[src/rtl/rx_frame_sched.sv]
// Frame scheduler: buffers decoded frames in a small FIFO and hands them to the host over valid/ready.
// Optional duplicate-frame suppression is compiled in with FRAME_DEDUP_EN.
module rx_frame_sched #(
  parameter int DEPTH     = 4,
  parameter int AW        = 2,
  parameter int DEDUP_WIN = 1000
) (
  input  logic          clk,
  input  logic          rst,
  input  logic          flush,
  input  logic          in_valid,
  input  logic [15:0]   in_uid,
  input  logic [7:0]    in_zid,
  input  logic [7:0]    in_cnt,
  input  logic [7:0]    in_type,
  output logic          out_valid,
  input  logic          out_ready,
  output logic [15:0]   out_uid,
  output logic [7:0]    out_zid,
  output logic [7:0]    out_cnt,
  output logic [7:0]    out_type,
  output logic [AW:0]   level,
  output logic [7:0]    drop_cnt
);

  typedef logic [39:0] entry_t;

  entry_t        mem_q [DEPTH];
  entry_t        mem_d [DEPTH];
  logic [AW-1:0] rd_ptr_q, rd_ptr_d;
  logic [AW-1:0] wr_ptr_q, wr_ptr_d;
  logic [AW:0]   level_q, level_d;
  logic [7:0]    drop_q, drop_d;

  logic   empty, full, pop, dup, push, drop;
  entry_t in_entry, head;

  assign in_entry = {in_uid, in_zid, in_cnt, in_type};
  assign empty    = (level_q == '0);
  assign full     = (level_q == (AW+1)'(DEPTH));
  assign pop      = !empty && out_ready;
  // A pop in the same cycle frees the slot, so a full FIFO still accepts.
  assign push     = in_valid && !dup && (!full || pop);
  assign drop     = in_valid && !dup && full && !pop;

  always_comb begin
    mem_d    = mem_q;
    rd_ptr_d = rd_ptr_q;
    wr_ptr_d = wr_ptr_q;
    level_d  = level_q;
    drop_d   = drop_q;
    if (flush) begin
      rd_ptr_d = '0;
      wr_ptr_d = '0;
      level_d  = '0;
      drop_d   = '0;
    end else begin
      if (push) begin
        mem_d[wr_ptr_q] = in_entry;
        wr_ptr_d        = wr_ptr_q + 1'b1;
      end
      if (pop) begin
        rd_ptr_d = rd_ptr_q + 1'b1;
      end
      case ({push, pop})
        2'b10:   level_d = level_q + 1'b1;
        2'b01:   level_d = level_q - 1'b1;
        default: level_d = level_q;
      endcase
      if (drop && (drop_q != 8'hFF)) begin
        drop_d = drop_q + 8'd1;
      end
    end
  end

  always_ff @(posedge clk or posedge rst) begin
    if (rst) begin
      for (int i = 0; i < DEPTH; i++) begin
        mem_q[i] <= '0;
      end
      rd_ptr_q <= '0;
      wr_ptr_q <= '0;
      level_q  <= '0;
      drop_q   <= '0;
    end else begin
      mem_q    <= mem_d;
      rd_ptr_q <= rd_ptr_d;
      wr_ptr_q <= wr_ptr_d;
      level_q  <= level_d;
      drop_q   <= drop_d;
    end
  end

`ifdef FRAME_DEDUP_EN
  localparam int TW = (DEDUP_WIN > 1) ? $clog2(DEDUP_WIN) : 1;

  logic [15:0]   key_uid_q, key_uid_d;
  logic [7:0]    key_cnt_q, key_cnt_d;
  logic          key_vld_q, key_vld_d;
  logic [TW-1:0] timer_q, timer_d;

  // zid/type are deliberately outside the key: a retransmit may differ there.
  assign dup = key_vld_q && (in_uid == key_uid_q) && (in_cnt == key_cnt_q);

  always_comb begin
    key_uid_d = key_uid_q;
    key_cnt_d = key_cnt_q;
    key_vld_d = key_vld_q;
    timer_d   = timer_q;
    if (flush) begin
      key_vld_d = 1'b0;
      timer_d   = '0;
    end else if (push) begin
      key_uid_d = in_uid;
      key_cnt_d = in_cnt;
      key_vld_d = 1'b1;
      timer_d   = TW'(DEDUP_WIN - 1);
    end else if (timer_q != '0) begin
      timer_d = timer_q - 1'b1;
      if (timer_q == TW'(1)) begin
        key_vld_d = 1'b0;
      end
    end else begin
      key_vld_d = 1'b0;
    end
  end

  always_ff @(posedge clk or posedge rst) begin
    if (rst) begin
      key_uid_q <= '0;
      key_cnt_q <= '0;
      key_vld_q <= 1'b0;
      timer_q   <= '0;
    end else begin
      key_uid_q <= key_uid_d;
      key_cnt_q <= key_cnt_d;
      key_vld_q <= key_vld_d;
      timer_q   <= timer_d;
    end
  end
`else
  // The window length has no effect when suppression is compiled out.
  logic unused_win;
  assign unused_win = ^DEDUP_WIN;
  assign dup        = 1'b0;
`endif

  assign head      = mem_q[rd_ptr_q];
  assign out_valid = !empty;
  assign out_uid   = head[39:24];
  assign out_zid   = head[23:16];
  assign out_cnt   = head[15:8];
  assign out_type  = head[7:0];
  assign level     = level_q;
  assign drop_cnt  = drop_q;

endmodule

[config.mk]
export PLATFORM = sky130hd
export DESIGN_NAME = rx_frame_sched
export DESIGN_NICKNAME = d
export VERILOG_FILES = /design/src/rtl/rx_frame_sched.sv
export SDC_FILE = /design/constraint.sdc
export NUM_CORES = 1
export LEC_CHECK = 0
export CORE_UTILIZATION = 40
export DETAILED_ROUTE_END_ITERATION = 16
export MAX_ROUTING_LAYER = met4
export PLACE_DENSITY_LB_ADDON = 0.1
export SLEW_MARGIN = 20
export SYNTH_ARGS = -nofsm -noshare
export SYNTH_HDL_FRONTEND = slang
export SYNTH_SLANG_ARGS = --single-unit
[constraint.sdc]
create_clock -name clk -period 6.6 [get_ports clk]
set_input_delay 0.99 -clock clk [delete_from_list [all_inputs] [get_ports clk]]
set_output_delay 0.99 -clock clk [all_outputs]
set_load 0.005 [all_outputs]
Run 1, cell outlines without signal wires:
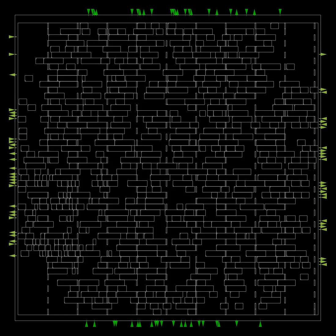
core box area: 19000 um^2
tap cell count: 260
Finished Layout Cells: 860

Run 1, wiring heat map:
28 x 28 tiles, from black (low) to pale yellow (high), scaled to the fullest tile. Values are wire area over tile area, all layers added.
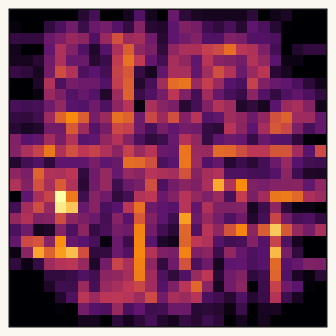
- tiles over half the peak: 13%
- fullest tile: 0.42
- nearly empty tiles: 11%
- mean over tiles: 0.12
routed wirelength normalized by instance count: 18.6 um
Routed Wire Length: 16000 um

Run 1, selected gate families:
Bar = 50 um.
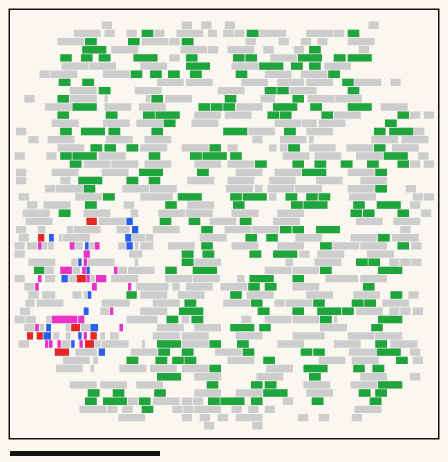
- red: AND and OR gates (cells 9; most used and3_1; where bottom left)
- green: multiplexers (cells 202; most used mux2_2; where widely spread)
- blue: NAND gates (cells 17; most used nand2_1)
- magenta: NOR gates (cells 24; most used nor2_1)
logic gate fraction of the total cell area: 34.0%
most frequently placed logic cell in the final layout: sky130_fd_sc_hd__dfrtp_1

==> notes.md, run 1 <==
Flow results.

- Entering global routing, the biggest net connects 71 pins.
- The total inserted antenna cells is 0.
- The final route contains 4483 vias.
- Subtracting the final worst setup slack from the clock period gives 3.58 ns.
- The registers of the reported paths see a clock transition of 0.06 ns.
- Per the CTS log, the root buffer master is sky130_fd_sc_hd__clkbuf_16.
- In the post-route analysis, the smallest setup slack over all paths is between 3 and 4 ns.
- The classification of the worst setup path is flip-flop to output port.
- The overall die area is 20300 um^2.
- The biggest slice of the total power is consumed by registers.
- The post-synth count of flops with an enable pin is 0.
- The count of tool warnings is 29.
- The count of cell types in the netlist is 43.
- The initial antenna violation count is 0.
- The I/O pin count is just under 100.
- The die boundary height is 142 um.
- The accumulated negative setup slack is 0 ns.
- The number of gates given a new drive strength after cts is 0.
- The kind of capture point of the worst setup path is an output port.
- The weighted congestion at the end of routability-driven global placement is approximately 0.74.
- For the worst setup path, the data arrival time is about 2.6 ns.
- The average cell area after synthesis is 15.9 um^2.
- The main area contributors are sky130_fd_sc_hd__dfrtp_1 (56%), sky130_fd_sc_hd__mux2_2 (23%), sky130_fd_sc_hd__mux4_2 (11%).
- The primary flip-flop cell chosen by synthesis mapping is sky130_fd_sc_hd__dfrtp_1.
- The worst min-delay path class is flip-flop to flip-flop.
- The number of nets in the final layout is 638.
- Looking at the critical path, the highest net fanout was 42.
- Net switching is between 20% and 30% of the power.
- The net switching power is just over 800 uW.
- The analysis attributes to cell leakage a power of 0.00412 uW.
- For reference, the critical path cell chain is mux4_2 > clkdlybuf4s50_1.
- In this run, power in flip-flops and latches comes to 1590 uW.
- The count of final max-slew check failures is 0.
- The reported max-cap violation count is 0.
- The largest total area in the synthesized netlist belongs to sky130_fd_sc_hd__dfrtp_1.
- Clock network power for this build is 1050 uW.
- The cell total in the yosys stat output is just under 500.
- The share of the synthesized area in the top cell type is 55.5%.
- Of the cells placed in the final design, the portion with a size suffix greater than 1 is 41.5%.
- The first-pass iteration count of the detailed router is 5.
- The deepest level of the CTS H-tree is 4.
- The run finished with clean final reports.
- The total routing usage reported by global routing is 17.8%.
- TritonCTS created 17 clock buffers.
- Buffers placed on the I/O ports in this run total 96.
- The required time of the critical path is approximately 5.6 ns.
- Sequential cells were found to cover 55.5% of the synthesized design area.
- For this configuration, the core starts out at a cell density of 41.5%.
- The synthesized instance count is between 400 and 500.
- Of the total power, combinational logic draws between 20% and 30%.
- The actual transition at the worst max-transition pin is 0.905 ns.
- The clock skew after layout is 0.00877 ns.
- The share of total power in sequential cells is a little under half.
- The number of synthesis warnings is 0.
- The area of the mapped netlist is a little under 8000 um^2.
- The CTS tree is built.
- In this run, the clock network consumes 30.3% of the power.
- The fraction of the cycle the final worst path needs is a little over half.
- The number of placed instances with taps included is roughly 830.
- The routed layout reports a DRC error count of 0.
- Per the layout report, the design carries roughly 1600 filler cells.
- The clock latency of the later-clocked register in the worst-skew pair is 0.42 ns.
- The maximum clock frequency is 0.280 GHz.
- Per the power-grid run, VDD falls by no more than 0.000204 V.
- Setup repair after global routing left no endpoint under its margin.
- The number of DRC violations after detailed-routing iteration 0 is around 150.
- For this design the ratio of total power to cell area is 360 nW/um^2.
- Headroom to the max-slew limit came out at around 40%.
- The half-perimeter wire length of the detailed placement result is 9910 um.
- The power report lists cell-internal power as 2650 uW.
- In the synthesized netlist the async set-or-reset flop fraction comes to 100%.
- Per the OpenROAD floorplan log, the width of the die is between 100 and 150 um.
- The maximum root-to-sink buffer count is 2.
- The delay of the slowest critical-path stage is slightly above 1 ns.
- Leaving out fill and tap cells, the most frequent cells in the layout are sky130_fd_sc_hd__dfrtp_1 (173), sky130_fd_sc_hd__mux2_2 (160), sky130_fd_sc_hd__clkdlybuf4s50_1 (96).
- The startpoint type of the worst setup path is a flip-flop.
- The power in combinational cells is 838 uW.
- The total cell area reported by yosys after synthesis is 7890 um^2.
- For this design, the sink count on the clock tree is 175.
- The routed design shows a via density per instance of between 5 and 6.
- The number of buffers and inverters on the critical path is 1.
- The aggregate global routing overflow is 0.
- The quantity of hold-fixing buffers added after cts is 0.
- Per the STA report, the cell with the highest stage delay on the worst path is sky130_fd_sc_hd__dfrtp_4.
-- run 1: sequential cells by signal, summed over array words and instances, names as in the netlist --
| signal | flops |
|---|---|
| drop_cnt | 8 |
| level | 3 |
| mem_q | 160 |
| rd_ptr_q | 2 |
| wr_ptr_q | 2 |
-- run 1: layout make-up --
class	instances	area, um^2	share of cell area, %
clock buffer	22	464	4.81
clock inverter	10	160	1.66
inverter	6	27.5	0.285
multi-input combinational	284	3280	34.0
sequential	175	4380	45.4
tap	260	325	3.37
timing repair buffer	103	1010	10.5
-- run 1: final timing paths --
path | end | depth (start not counted) | slack [ns] | start
setup / recovery | out_zid[3] | 2 | 3.02 | rd_ptr_q[0]$_DFFE_PP0P_
hold / removal | mem_q[43]$_DFFE_PP0P_ | 1 | 0.50 | mem_q[43]$_DFFE_PP0P_
setup reg to reg | level[2]$_DFFE_PP0P_ | 8 | 4.02 | level[1]$_DFFE_PP0P_
hold reg to reg | mem_q[43]$_DFFE_PP0P_ | 1 | 0.50 | mem_q[43]$_DFFE_PP0P_
max in group asynchronous | rd_ptr_q[0]$_DFFE_PP0P_ | 3 | 4.38 | rst
min in group asynchronous | mem_q[14]$_DFFE_PP0P_ | 2 | 1.04 | rst
-- run 1: per-stage QoR --
step	total power, uW	utilization [%]	hold slack (ns)	instance area [um^2]
5_1_grt	3660	50.8	0.511	9650
2_1_floorplan	2090	-	0.474	7890
3_5_place_dp	2460	47.5	0.488	9030
4_1_cts	3530	50.8	0.502	9650
3_3_place_gp	2410	47.5	0.481	9030
6_report	3480	50.8	0.500	9650
-- run 1: synth_stat cells, types with 2 or more instances --
library cell / count
sky130_fd_sc_hd__nor2_1: 16
sky130_fd_sc_hd__nor3_1: 3
sky130_fd_sc_hd__and3_1: 2
sky130_fd_sc_hd__a21oi_1: 6
sky130_fd_sc_hd__nand2_1: 10
sky130_fd_sc_hd__ha_1: 5
sky130_fd_sc_hd__clkbuf_1: 5
sky130_fd_sc_hd__inv_1: 6
sky130_fd_sc_hd__xor2_1: 4
sky130_fd_sc_hd__a31oi_1: 5
sky130_fd_sc_hd__buf_2: 8
sky130_fd_sc_hd__nand3_1: 3
sky130_fd_sc_hd__o21ai_0: 3
sky130_fd_sc_hd__dfrtp_1: 175
sky130_fd_sc_hd__buf_1: 4
sky130_fd_sc_hd__a2111oi_0: 2
sky130_fd_sc_hd__mux4_2: 40
sky130_fd_sc_hd__mux2_2: 160
sky130_fd_sc_hd__nand3b_1: 2
sky130_fd_sc_hd__mux2i_1: 2
sky130_fd_sc_hd__buf_6: 12
-- run 1: layer usage --
layer,GRT usage (%),up-vias,wire [um]
met2,28.3,87,7970
met5,-,-,0
li1,-,2016,-
met3,3.10,11,518
met1,23.1,2369,7410
met4,5.94,0,123
-- run 1: kinds of logic (layout without fill, tap and decap cells) --
group	after synthesis	in the layout	synth area share (%)
compound gates	21	21	1.68
fa+ha+maj	6	6	1.05
buf+inv	36	141	3.03
xor+xnor	5	5	0.555
mux	202	202	34.5
flops	175	175	55.5
simple gates	50	50	3.65
## Run 2: what changed since run 1
clock period = 2.9 ns   (was 6.6 ns; I/O delays follow)
Run 2, routed clock nets over the placement:
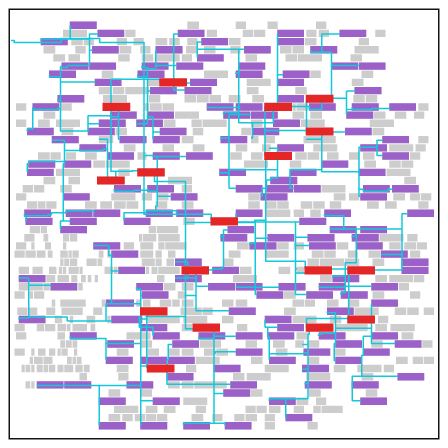
- purple: flip-flops (count 175)
- cyan: clock wires (length 2150 um)
- red: cells driving clock nets (count 17)
- flops lie: widely spread
- routed clock nets: 18
power drawn by the clock network: 2460 uW
final worst clock skew: 0.0102 ns
part of the power in the clock network: 30.6%

Run 2, wiring heat map:
28 x 28 tiles, from black (low) to pale yellow (high), scaled to the fullest tile. Values are wire area over tile area, all layers added.
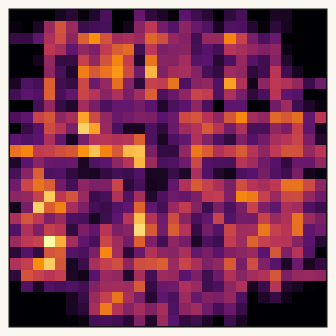
- mean over tiles: 0.12
- nearly empty tiles: 11%
- emptiest ninth of the die: top right
- tiles over half the peak: 19%
- fullest tile: 0.39
routed wirelength normalized by instance count: 18.9 um
Routed Wire Length: 16500 um

Run 2, selected gate families:
Bar = 50 um.
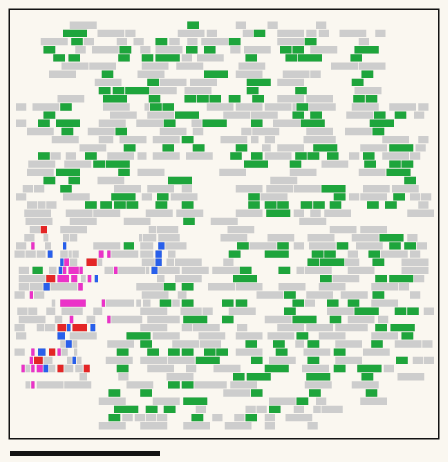
- magenta: NOR gates (cells 24; most used nor2_1)
- blue: NAND gates (cells 17; most used nand2_1)
- red: AND and OR gates (cells 9; most used and3_1; where bottom left)
- green: multiplexers (cells 202; most used mux2_2; where widely spread)
Finished Layout Cells: 871
logic gate fraction of the total cell area: 33.3%

==> run 2 against run 1 <==
Against the previous run: area after synthesis stayed put; synthesized cell count did not move; sequential power up 120%; setup slack worse by 2.8 ns; register-to-register slack lost 3.6 ns; cell area rose by 1.9%; flip-flop count is the same; global-route usage grew 0.40 points; first-iteration DRC count increased by 13%; combinational power increased by 140%; total power rose by 130%.
==> notes.md, run 2 <==
Flow results.

- The register with the most flip-flops in the layout has around 160 of them.
- The starting utilization of the core area is 41.5%.
- In this run the critical path is formed by buf_12 > mux4_2 > clkdlybuf4s50_1.
- For this block, the via count after detailed routing is 4531.
- The floorplan step defined a die boundary enclosing 20300 um^2.
- Clock latency on the worst-skew pair, taken at its later pin, is 0.42 ns.
- The time the final worst path needs with I/O delays and setup is ~2.7 ns.
- The worst min-delay path class is flip-flop to flip-flop.
- The accumulated negative setup slack is 0 ns.
- In the layout the commonest cells are sky130_fd_sc_hd__dfrtp_1 (173), sky130_fd_sc_hd__mux2_2 (160), sky130_fd_sc_hd__clkdlybuf4s50_1 (96).
- The slowest library cell on the worst path is sky130_fd_sc_hd__dfrtp_4.
- Dividing the synthesized area by the synthesized cell count gives around 16 um^2.
- The CTS tree is built.
- The core region is around 19000 um^2.
- The number of global-route vias before repair was 4927.
- The most common logic cell in the final layout is sky130_fd_sc_hd__dfrtp_1.
- The data required time reported for the critical path is approximately 2.5 ns.
- The first-pass iteration count of the detailed router is 4.
- The buffer count from post-CTS setup fixing is 0.
- The largest net degree at the start of global routing is 176.
- The root buffer cell chosen for the clock tree is sky130_fd_sc_hd__clkbuf_16.
- Sorting the synthesized cells by area gives the leading types as sky130_fd_sc_hd__dfrtp_1 (56%), sky130_fd_sc_hd__mux2_2 (23%), sky130_fd_sc_hd__mux4_2 (11%).
- CTS added clock buffers totalling 17.
- The initial antenna violation count was 0.
- The finished cells cover a little under 10000 um^2.
- The count of tool warnings is 31.
- The most common cell in the synthesized netlist is sky130_fd_sc_hd__dfrtp_1.
- Per the log, the first TritonRoute iteration ended with a DRC count of 170.
- The die is 142 um tall.
- In this run the number of H-tree levels came out at 4.
- The number of register bits inferred by synthesis is 175.
- The final weighted congestion recorded by global placement is between 0.8 and 0.9.
- The actual transition at the worst max-transition pin is 1.02 ns.
- The largest fanout of any net on the critical path is 18.
- The floorplan has approximately 50 rows.
- The flow ran to the end, and the final reports show no timing, DRC or antenna violations.
- The die outline width is 142 um.
- The delay of the slowest critical-path stage is between 0.5 and 0.6 ns.
- The fraction of final layout cells sized beyond drive strength 1 is 42.9%.
- Counting the fill cells in the layout gives 1627.
- The count of flip-flops with a built-in enable after synthesis is 0.
- Per the placement log, port buffering inserted 96 buffers.
- Per the synthesis report, the single largest cell type by area occupies between 50% and 60% of cell area.
- The areal power density over the cells is 816 nW/um^2.
- The slew check shows that the tightest pin keeps a relative margin of 31.9%.
- The cell type with the largest total area after synthesis is sky130_fd_sc_hd__dfrtp_1.
- According to the timing report, the arrival time at the worst endpoint equals 2.25 ns.
- Counting flops per register, the top entry is mem_q.
- The total routing usage reported by global routing is 18.2%.
- The worst setup timing slack at the placement stage is roughly 0.42 ns.
- The reported max-cap violation count is 0.
- The startpoint type of the worst setup path is a flip-flop.
- The area added between synthesis and finish is 24.7%.
- Per the synth stats, the flop cell with the highest instance count is sky130_fd_sc_hd__dfrtp_1.
- The post-route DRC violation count is 0.
- On the final layout, the worst hold slack is 0.500 ns.
- The half-perimeter wire length of the detailed placement result is 10200 um.
- The smallest setup slack after layout is 0.218 ns.
- The total inserted antenna cells is 0.
- The maximum clock frequency is 0.373 GHz.
- After detailed routing, the number of vias per cell comes to ~5.2.
- The total placed instance area is 9200 um^2.
- The cell total in the yosys stat output is just under 500.
- The count of final max-slew check failures is 0.
- The part of the Yosys area used for sequential elements is a little under three fifths.
- The fraction of the cycle the final worst path needs is ~90%.
- The first global-routing pass estimated 26800 um of wire.
- The kind of capture point of the worst setup path is an output port.
- After clock tree synthesis, the repair step resized 0 gates.
- The synthesis report gives the async set-or-reset register share as 100%.
- Across the VDD grid, the largest voltage drop is 0.000429 V.
- For this design, the CTS-stage hold fixing added 0 buffers.
- The setup path with the least slack is of type flip-flop to output port.
- According to the CTS report, the clock sink count is 175.
- 97 I/O pins were placed.
- The number of synthesis warnings is 0.
- The aggregate global routing overflow is 0.
- CTS reports a maximum clock tree buffer depth of 2.
- The count of cell types in the netlist is 43.
- The commonest cells after synthesis are sky130_fd_sc_hd__dfrtp_1 (175), sky130_fd_sc_hd__mux2_2 (160), sky130_fd_sc_hd__mux4_2 (40), sky130_fd_sc_hd__nor2_1 (16), sky130_fd_sc_hd__buf_6 (12).
- For reference, the clock transition at the flip-flops on the worst setup and hold paths is 0.07 ns.
- The static leakage power is 0.00422 uW.
- The mapped netlist covers 7890 um^2.
- After the last flow step, the layout net total stands at 649.
- The total cell area reported by yosys after synthesis is approximately 8000 um^2.
- Synthesis handed over a netlist of 495 instances.
- Setup repair after global routing left no endpoint under its margin.
[run 2: cell counts after synthesis]
Identical to the previous run, type by type.
[run 2: worst paths after layout]
| kind | cells past startpoint | endpoint | slack (ns) | startpoint |
|---|---|---|---|---|
| worst min register to register | 1 | mem_q[71]$_DFFE_PP0P_ | 0.50 | mem_q[71]$_DFFE_PP0P_ |
| worst max-delay path | 3 | out_zid[3] | 0.22 | rd_ptr_q[0]$_DFFE_PP0P_ |
| max in group asynchronous | 3 | rd_ptr_q[0]$_DFFE_PP0P_ | 1.47 | rst |
| min in group asynchronous | 3 | mem_q[70]$_DFFE_PP0P_ | 0.59 | rst |
| worst max register to register | 8 | level[2]$_DFFE_PP0P_ | 0.42 | level[2]$_DFFE_PP0P_ |
| worst min-delay path | 1 | mem_q[71]$_DFFE_PP0P_ | 0.50 | mem_q[71]$_DFFE_PP0P_ |
[run 2: stage by stage]
stage / util, % / total power (uW) / instances
global route: 51.7 / 8450 / 871
detailed placement: 48.4 / 5650 / 839
global placement: 48.4 / 5520 / 839
CTS: 51.7 / 8140 / 871
floorplan: - / 4760 / 495
finish: 51.7 / 8020 / 871
[run 2: logic make-up (layout without fill, tap and decap cells)]
| family | Yosys count | in the layout | share of synthesized area (%) |
|---|---|---|---|
| buf+inv | 36 | 152 | 3.03 |
| simple gates | 50 | 50 | 3.65 |
| mux | 202 | 202 | 34.5 |
| flops | 175 | 175 | 55.5 |
| fa+ha+maj | 6 | 6 | 1.05 |
| xor+xnor | 5 | 5 | 0.555 |
| compound gates | 21 | 21 | 1.68 |
[run 2: power by group]
part	total [uW]	leakage [uW]	switching [uW]	internal [uW]
clock network	2460	0.000307	963	1500
logic	2010	0.00171	626	1380
registers	3560	0.00220	361	3190
total	8020	0.00422	1950	6070
[run 2: critical path: cells and delay by family, from the launching register on]
| kind | cells | cell delay [ns] |
|---|---|---|
| buf+inv | 2 | 0.76 |
| flops | 1 | 0.54 |
| mux | 1 | 0.51 |
[run 2: cell type report]
| cell class | count | area, um^2 | share of cell area [%] |
|---|---|---|---|
| Clock buffer | 20 | 457 | 4.64 |
| Sequential cell | 175 | 4380 | 44.6 |
| Tap cell | 260 | 325 | 3.31 |
| Clock inverter | 12 | 180 | 1.83 |
| Timing Repair Buffer | 114 | 1180 | 12.0 |
| Multi-Input combinational cell | 284 | 3280 | 33.3 |
| Inverter | 6 | 26.3 | 0.267 |
[run 2: metal layers]
layer / share of wire (%) / global-route usage [%] / vias to the layer above
met4: 1.2 / 6.06 / 0
met2: 50 / 29.0 / 77
met1: 46 / 23.1 / 2388
li1: - / - / 2049
met3: 3.0 / 3.73 / 17
met5: 0 / - / -
Power and IR drop assume default switching activity.
